Figure 1. M4 wires (run 1).
(2 px per µm) Supply wires on this layer in grey.
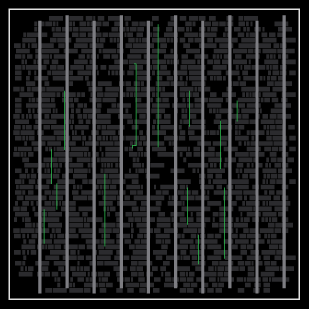
Figure 2. Congestion heat map (run 1).
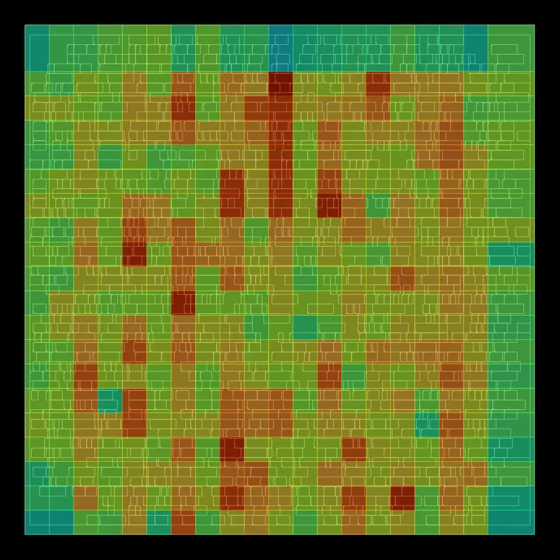
Figure 3. Signal wires on met1 (run 1).
(3 px per µm) Supply wires on this layer in grey.
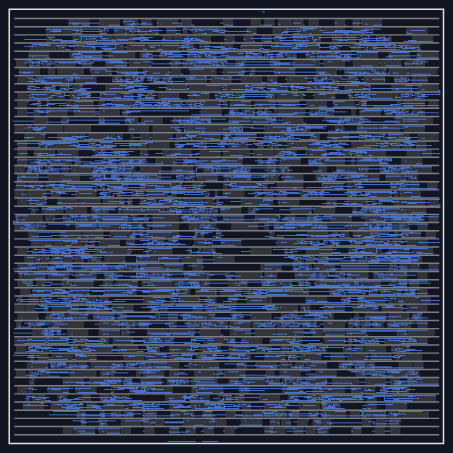
Figure 4. Signal wires on met2 (run 1).
(3 px per µm)
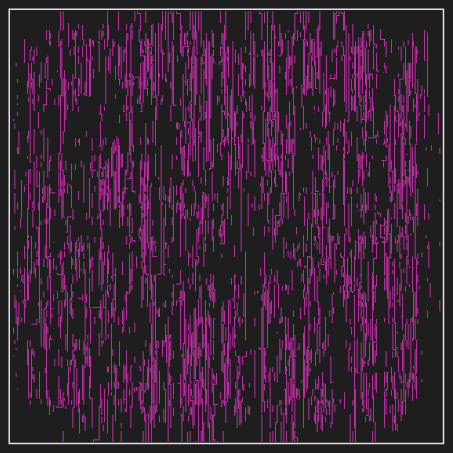
## config.mk

```make
export PLATFORM = sky130hd
export DESIGN_NAME = puf_resp_spi_tx
export DESIGN_NICKNAME = d
export VERILOG_FILES = /design/src/rtl/puf_spi_pkg.sv /design/src/rtl/puf_resp_spi_tx_sync_edge.sv /design/src/rtl/puf_resp_spi_tx.sv
export SDC_FILE = /design/constraint.sdc
export NUM_CORES = 1
export LEC_CHECK = 0
export ABC_CLOCK_PERIOD_IN_PS = 2360
export CAP_MARGIN = 20
export CORE_UTILIZATION = 56
export CTS_CLUSTER_SIZE = 24
export DETAILED_ROUTE_END_ITERATION = 6
export PLACE_DENSITY_LB_ADDON = 0.08
export SLEW_MARGIN = 20
export SYNTH_ARGS = -nofsm -noshare
export SYNTH_HDL_FRONTEND = slang
export SYNTH_HIERARCHICAL = 1
export SYNTH_SLANG_ARGS = --single-unit
```

## constraint.sdc

```tcl
create_clock -name CLK -period 2.36 [get_ports CLK]
set_input_delay 0.708 -clock CLK [delete_from_list [all_inputs] [get_ports CLK]]
set_output_delay 0.708 -clock CLK [all_outputs]
set_load 0.01 [all_outputs]
```

## src/rtl/puf_spi_pkg.sv

```systemverilog
`default_nettype none
// ============================================================================
// Module  : puf_spi_pkg
// Brief   : Shared constants, state encoding and width helpers for the PUF
//           response SPI transmitter.
// Revision: 1.0 - initial release
// ============================================================================
package puf_spi_pkg;

  // Default response width and the status header that precedes it
  localparam int DEF_DATA_W = 128;
  localparam int HDR_W      = 8;
  localparam int DEF_FRAME_W = DEF_DATA_W + HDR_W;
  localparam int DEF_CNT_W   = $clog2(DEF_FRAME_W + 1);

  // Fixed pattern in header bits 5:0 so the master can recognise a frame
  localparam logic [5:0] DEF_HDR_MARK = 6'b101010;

  typedef enum logic {
    IDLE  = 1'b0,
    SHIFT = 1'b1
  } state_t;

  // Frame length for a given response width
  function automatic int frame_w(input int data_w);
    return data_w + HDR_W;
  endfunction

  // Bit counter width: must hold the saturated value frame_w itself
  function automatic int cnt_w(input int data_w);
    return $clog2(data_w + HDR_W + 1);
  endfunction

endpackage
`default_nettype wire

```

## src/rtl/puf_resp_spi_tx_sync_edge.sv

```systemverilog
`default_nettype none
// ============================================================================
// Module  : sync_edge
// Brief   : Multi-flop synchroniser for an asynchronous pad input, followed
//           by one history register that yields single-cycle rise/fall pulses.
// Revision: 1.0 - initial release
// ============================================================================
module sync_edge #(
  parameter int   SYNC_STAGES = 2,     // at least 2 for metastability margin
  parameter logic IDLE_VAL    = 1'b0   // value the line rests at when idle
) (
  input  logic clk,
  input  logic rst_n,
  input  logic din,
  output logic level,
  output logic rise,
  output logic fall
);

  logic [SYNC_STAGES-1:0] sync_q;
  logic                   prev_q;

  // Synchroniser chain plus edge-history flop; reset to the idle level so
  // no spurious edge comes out of reset while the pad is idle
  always_ff @(posedge clk) begin
    if (!rst_n) begin
      sync_q <= {SYNC_STAGES{IDLE_VAL}};
      prev_q <= IDLE_VAL;
    end else begin
      sync_q <= {sync_q[SYNC_STAGES-2:0], din};
      prev_q <= sync_q[SYNC_STAGES-1];
    end
  end

  assign level = sync_q[SYNC_STAGES-1];
  assign rise  = level & ~prev_q;
  assign fall  = ~level & prev_q;

endmodule
`default_nettype wire

```

## src/rtl/puf_resp_spi_tx.sv

```systemverilog
`default_nettype none
// ============================================================================
// Module  : puf_resp_spi_tx
// Brief   : Captures the PUF response on the rising edge of DONE and serves it
//           to an external SPI master (slave, mode 0, MSB first) behind an
//           8-bit status header {VALID, OVERRUN, HDR_MARK}. SPI pads are
//           oversampled in the CLK domain.
// Revision: 1.0 - initial release
// ============================================================================
module puf_resp_spi_tx
  import puf_spi_pkg::*;
#(
  parameter int         DATA_W      = DEF_DATA_W,
  parameter int         SYNC_STAGES = 2,
  parameter logic [5:0] HDR_MARK    = DEF_HDR_MARK
) (
  input  logic              CLK,
  input  logic              RESET,
  input  logic              DONE,
  input  logic [DATA_W-1:0] PUF_OUT_REG,
  input  logic              SCLK,
  input  logic              CS_N,
  output logic              MISO,
  output logic              MISO_OE,
  output logic              VALID,
  output logic              OVERRUN
);

  localparam int FRAME_BITS = frame_w(DATA_W);
  localparam int CNT_BITS   = cnt_w(DATA_W);
  localparam logic [CNT_BITS-1:0] LAST_IDX = CNT_BITS'(FRAME_BITS - 1);
  localparam logic [CNT_BITS-1:0] FULL_CNT = CNT_BITS'(FRAME_BITS);

  // Synchronised pad views
  logic sclk_level, sclk_rise, sclk_fall;
  logic cs_level, cs_rise, cs_fall;
  logic unused_sclk;

  sync_edge #(
    .SYNC_STAGES (SYNC_STAGES),
    .IDLE_VAL    (1'b0)
  ) u_sync_sclk (
    .clk   (CLK),
    .rst_n (RESET),
    .din   (SCLK),
    .level (sclk_level),
    .rise  (sclk_rise),
    .fall  (sclk_fall)
  );

  sync_edge #(
    .SYNC_STAGES (SYNC_STAGES),
    .IDLE_VAL    (1'b1)
  ) u_sync_cs (
    .clk   (CLK),
    .rst_n (RESET),
    .din   (CS_N),
    .level (cs_level),
    .rise  (cs_rise),
    .fall  (cs_fall)
  );

  // Mode 0 only needs the falling SCLK edge to launch data
  assign unused_sclk = sclk_level | sclk_rise;

  // Registered state
  state_t                  state_q, state_d;
  logic                    done_q;
  logic [DATA_W-1:0]       shadow_q, shadow_d;
  logic                    valid_q, valid_d;
  logic                    ovr_q, ovr_d;
  logic                    snap_ovr_q;
  logic [FRAME_BITS-1:0]   shreg_q;
  logic [CNT_BITS-1:0]     cnt_q;
  logic                    miso_q;

  // Control strobes from the FSM
  logic load, shift, complete;
  logic done_rise;

  assign done_rise = DONE & ~done_q;

  // FSM state register
  always_ff @(posedge CLK) begin
    if (!RESET) state_q <= IDLE;
    else        state_q <= state_d;
  end

  // FSM next state and control strobes; cs_rise takes priority over a
  // coincident sclk_fall because the frame is over either way
  always_comb begin
    state_d  = state_q;
    load     = 1'b0;
    shift    = 1'b0;
    complete = 1'b0;
    case (state_q)
      IDLE: begin
        if (cs_fall) begin
          load    = 1'b1;
          state_d = SHIFT;
        end
      end
      SHIFT: begin
        if (cs_rise) begin
          state_d  = IDLE;
          complete = (cnt_q >= LAST_IDX);
        end else if (sclk_fall) begin
          shift = 1'b1;
        end
      end
      default: state_d = IDLE;
    endcase
  end

  // Status and shadow next values. A completed read clears VALID and only
  // the OVERRUN that the master actually saw in the header; an overrun that
  // happened during this frame stays flagged for the next one. A DONE edge
  // coinciding with completion is treated as arriving just after it.
  always_comb begin
    valid_d  = valid_q;
    ovr_d    = ovr_q;
    shadow_d = shadow_q;
    if (complete) begin
      valid_d = 1'b0;
      ovr_d   = ovr_q & ~snap_ovr_q;
    end
    if (done_rise) begin
      if (state_q == IDLE) begin
        shadow_d = PUF_OUT_REG;
        if (valid_q) ovr_d   = 1'b1;
        else         valid_d = 1'b1;
      end else if (complete) begin
        shadow_d = PUF_OUT_REG;
        valid_d  = 1'b1;
      end else begin
        // Frame in flight: keep the shadow intact, drop the new data
        ovr_d = 1'b1;
      end
    end
  end

  // Datapath: shadow/status registers, frame shifter, bit counter, MISO
  always_ff @(posedge CLK) begin
    if (!RESET) begin
      done_q     <= 1'b0;
      shadow_q   <= '0;
      valid_q    <= 1'b0;
      ovr_q      <= 1'b0;
      snap_ovr_q <= 1'b0;
      shreg_q    <= '0;
      cnt_q      <= '0;
      miso_q     <= 1'b0;
    end else begin
      done_q   <= DONE;
      shadow_q <= shadow_d;
      valid_q  <= valid_d;
      ovr_q    <= ovr_d;
      if (load) begin
        shreg_q    <= {valid_d, ovr_d, HDR_MARK, shadow_d};
        miso_q     <= valid_d;
        cnt_q      <= '0;
        snap_ovr_q <= ovr_d;
      end else if (shift) begin
        shreg_q <= shreg_q << 1;
        miso_q  <= shreg_q[FRAME_BITS-2];
        if (cnt_q != FULL_CNT) cnt_q <= cnt_q + CNT_BITS'(1);
      end else if (state_q == SHIFT && cs_rise) begin
        miso_q <= 1'b0;
      end
    end
  end

  assign MISO    = miso_q;
  assign MISO_OE = ~cs_level;
  assign VALID   = valid_q;
  assign OVERRUN = ovr_q;

endmodule
`default_nettype wire
```

==> ci_impl_report.md, run 1 <==
### Flow metrics

| Metric | Value |
|---|---|
| Final setup margin | 0.175 ns |
| # diodes | 0 |
| Reg area | 0.00567 mm² |
| Outcome | finished, final reports clean |
| Data required, critical path | 1.65 ns |
| Die Area | between 0.02 and 0.025 mm² |
| Max cap viols | 0 |
| Routed length on met3 | between 1 and 1.5 mm |
| Power Clock | between 4 and 5 mW |
| Comb gate area | slightly above 0.005 mm² |
| Worst setup SP type | register |
| Placed Area | 0.0128 mm² |
| Die W | roughly 140 µm |
| Setup crit end kind | output pin |
| Buf+Inv Stages, Crit Path | 1 |
| P_seq | just over 5 mW |
| Psw | between 2 and 2.5 mW |
| Fin crit period | 2.18 ns |
| DR WL met2 | 11.9 mm |
| Syn Area/Cell | approximately 9.9 µm² |
| Pre-CTS WS | -0.142 ns |
| Net Count, Synth | approximately 1300 |
| Worst slew pin tran | approximately 0.76 ns |
| CTS Buf Count | 28 |
| CP peak stage delay | between 0.5 and 0.6 ns |
| Core area | roughly 0.020 mm² |
| Final net count | between 1000 and 1500 |
| Io pins | 137 |
| VDD IR-drop max | approximately 0.5 mV |
| Worst Hold End | u_sync_cs/sync_q[1]$_SDFF_PN1_ |
| M1 WL | about 12 mm |
| Post-DP HPWL | ~15 mm |
| Die H | roughly 140 µm |
| Fmax | approximately 0.46 GHz |
| Leak Pwr | about 5.1 nW |
| Fp_density | 0.577 |
| GR met3 Demand/Resource | 0.0325 |
| Fin. Hold Viols | 0 |
| Standard-cell rows | 51 |
## Picture notes: Figure 1
longest straight run: 61.2 µm
share of all routed wire: 1.4%
main direction: vertical
nets with wire on the layer: 4
wire length on this layer: 338 µm
via count: 9076
Detailed Route WL: 25.1 mm

## Picture notes: Figure 2
GR Util met2: 0.392
post-layout util: 0.702

## Picture notes: Figure 3
main direction: horizontal
nets with wire on the layer: 1248
share of all routed wire: 46%
wire length on this layer: 11700 µm
longest straight run: 58.9 µm
met1 Track Usage GR: 0.333

## Picture notes: Figure 4
wire length on this layer: 11900 µm
nets with wire on the layer: 1133

[run 1: layout by cell type, fill, tap and decap left out, types with 3 or more instances in the layout]
cell type and count:
a21oi_1 10, a221o_1 127, a22o_1 127, and2_1 5, buf_12 16, buf_4 14
bufinv_16 3, clkbuf_1 3, clkbuf_16 29, clkbuf_8 6, clkdlybuf4s50_1 135, clkinv_2 8
dfxtp_1 283, inv_1 5, nand2_1 143, nand2b_1 6, nand3_1 101, nand3_2 30
nand4_1 4, nor2_1 13, nor2b_1 6, nor3_1 9, o21ai_0 36, o21ai_1 68
o21ai_2 30, or3_1 3, xnor2_1 3
[run 1: worst register-to-register path: stages (launching register included)]
cell      delay (ns)
dfxtp_1         0.37
nor2b_1         0.08
nand2b_1        0.27
nand2_1         0.18
nor2_4          0.17
buf_4           0.51
a221o_1         0.29
[run 1: per-stage QoR]
stage	cells	hold WS [ns]
6_report	1512	0.415
2_1_floorplan	1148	0.386
4_1_cts	1512	0.415
3_5_place_dp	1461	0.399
3_3_place_gp	1461	0.389
5_1_grt	1512	0.435
[run 1: worst max-delay path by stage]
| stage | start | to | slack [ns] | cells after the start |
|---|---|---|---|---|
| after floorplan | RESET | shreg_q[100]$_SDFFE_PN0P_ | 0.42 | 6 |
| after CTS | VALID$_SDFF_PN0_ | VALID | 0.15 | 1 |
| final | VALID$_SDFF_PN0_ | VALID | 0.18 | 1 |
| after global placement | DONE | shreg_q[110]$_SDFFE_PN0P_ | -0.11 | 6 |
| after global routing | VALID$_SDFF_PN0_ | VALID | 0.13 | 1 |
| after detailed placement | DONE | shadow_q[45]$_SDFF_PN0_ | -0.14 | 7 |
[run 1: flip-flops by register name, indices dropped and copies added, names as in the netlist, 2 cells and up]
register and flops:
cnt_q 8, shadow_q 128, shreg_q 135, u_sync_cs/sync_q 2, u_sync_sclk/sync_q 2
Figure 5. Met3 routing (run 1).
(4 px per µm)
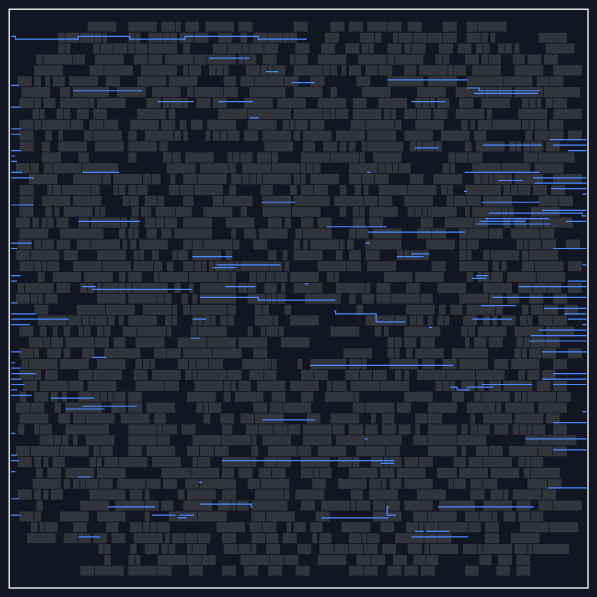

==> run 2: changes to the inputs <==
--- a/config.mk
+++ b/config.mk
@@ -5,12 +5,14 @@
 export SDC_FILE = /design/constraint.sdc
 export NUM_CORES = 1
 export LEC_CHECK = 0
+export ABC_AREA = 1
 export ABC_CLOCK_PERIOD_IN_PS = 2360
 export CAP_MARGIN = 20
-export CORE_UTILIZATION = 56
+export CORE_UTILIZATION = 57
 export CTS_CLUSTER_SIZE = 24
 export DETAILED_ROUTE_END_ITERATION = 6
 export PLACE_DENSITY_LB_ADDON = 0.08
+export REMOVE_ABC_BUFFERS = 1
 export SLEW_MARGIN = 20
 export SYNTH_ARGS = -nofsm -noshare
 export SYNTH_HDL_FRONTEND = slang
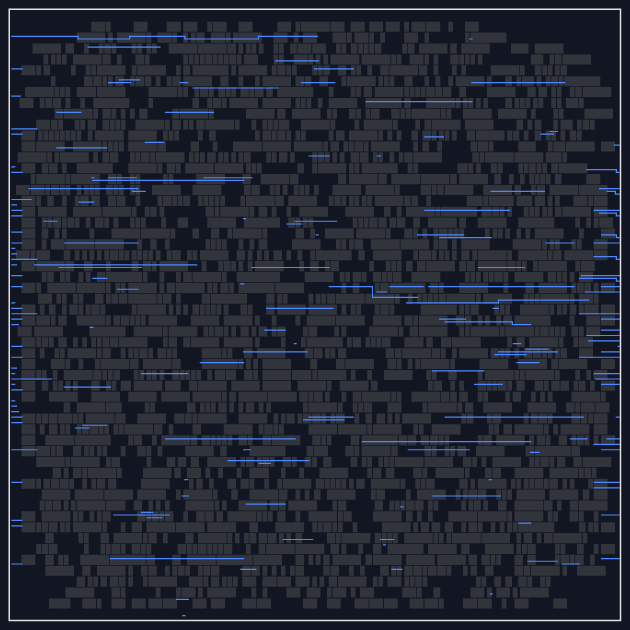
Figure 6: run 2, met3 routing.
(4 px per µm)
wire length on this layer: 1420 µm
longest straight run: 42.1 µm
Detailed Route WL: 29.3 mm
via count: 11600
GR met3 Demand/Resource: 0.0301

==> run 2 against run 1 <==
Net effect: the flow now finishes with violations (design-rule violations); global-route usage increased by 1.2 points; total power is 2.6% higher; count of clock-buffer cells in the layout grew 8; core utilization decreased by 0.85 points; fmax rose by 0.47%; worst hold slack improved by 0.0016 ns; sequential share of layout area is 4.0 points lower; clock power is 4% lower; largest power group unchanged; highest routed layer unchanged.
==> ci_impl_report.md, run 2 <==
### Flow metrics

| Metric | Value |
|---|---|
| Outcome | finished with violations (was finished, final reports clean) |
| Failing checks | design-rule violations |
| Comb gate area | 0.00509 mm² (was 0.00503 mm²) |
| Worst slew pin tran | 0.648 ns (was 0.760 ns) |
| Die H | 152 µm (was 144 µm) |
| Max FFs per register | 135 (unchanged) |
| Post-route insts no fill | 2248 (was 1512) |
| Placed Area | 0.0144 mm² (was 0.0128 mm²) |
| CTS Buf Count | 29 (was 28) |
| Worst setup SP type | register (unchanged) |
| Post-layout util | 0.694 (was 0.702) |
| # diodes | 0 (unchanged) |
| Fin. Hold Viols | 0 (unchanged) |
| CP peak stage delay | 0.56 ns (about the same) |
| Most flop-heavy register | shreg_q (unchanged) |
| Top cell excl fill/tap | nand2_1 (was dfxtp_1) |
| DRC Markers | 6 (was 0) |
| Die W | 152 µm (was 144 µm) |
| Standard-cell rows | 54 (was 51) |
| Final setup margin | 0.185 ns (was 0.175 ns) |
| Setup crit end kind | output pin (unchanged) |
| Syn Area/Cell | 6.84 µm² (was 9.88 µm²) |
| M1 WL | 13.9 mm (was 11.7 mm) |
| Core area | 0.0220 mm² (was 0.0197 mm²) |
## run 2: cell count changes in the layout (fill, tap and decap cells not counted), sizes merged, moves of 124 or more
cell,previous run,this run
nand4,4,130
o21ai,134,9
inv,6,413
o22ai,1,125
a22o,127,0
nand2,143,493
a221o,127,0
## run 2: layout make-up
class	instances	share of cell area
flip-flops and latches	283	0.371
multi-input cells	1062	0.333
clock buffers	45	0.0553
inverters	412	0.101
well taps	280	0.0229
clock inverters	7	0.00434
repair buffers	159	0.112
## run 2: worst max-delay path by stage
| stage | startpoint | endpoint | slack (ns) | cells after the start |
|---|---|---|---|---|
| 3_3_place_gp | DONE | shadow_q[95]$_SDFF_PN0_ | 0.12 | 6 |
| 6_report | VALID$_SDFF_PN0_ | VALID | 0.19 | 1 |
| 4_1_cts | VALID$_SDFF_PN0_ | VALID | 0.16 | 1 |
| 5_1_grt | VALID$_SDFF_PN0_ | VALID | 0.10 | 1 |
| 3_5_place_dp | DONE | shreg_q[49]$_SDFFE_PN0P_ | 0.09 | 7 |
| 2_1_floorplan | DONE | shreg_q[0]$_SDFFE_PN0P_ | -5.50 | 6 |
## run 2: where the power goes
| part | total (mW) | switching (mW) | internal, mW |
|---|---|---|---|
| Combinational | 1.36 | 0.793 | 0.564 |
| Sequential | 5.12 | 0.0727 | 5.05 |
| Clock | 4.40 | 1.84 | 2.56 |
| Total | 10.9 | 2.71 | 8.17 |
## run 2: metal layers
layer,global-route usage,vias up
met5,0,-
met4,0.0587,0
met3,0.0301,35
met2,0.426,269
met1,0.340,5260
li1,-,6070
Power figures rest on the tool's default switching activity, not on a simulated workload.
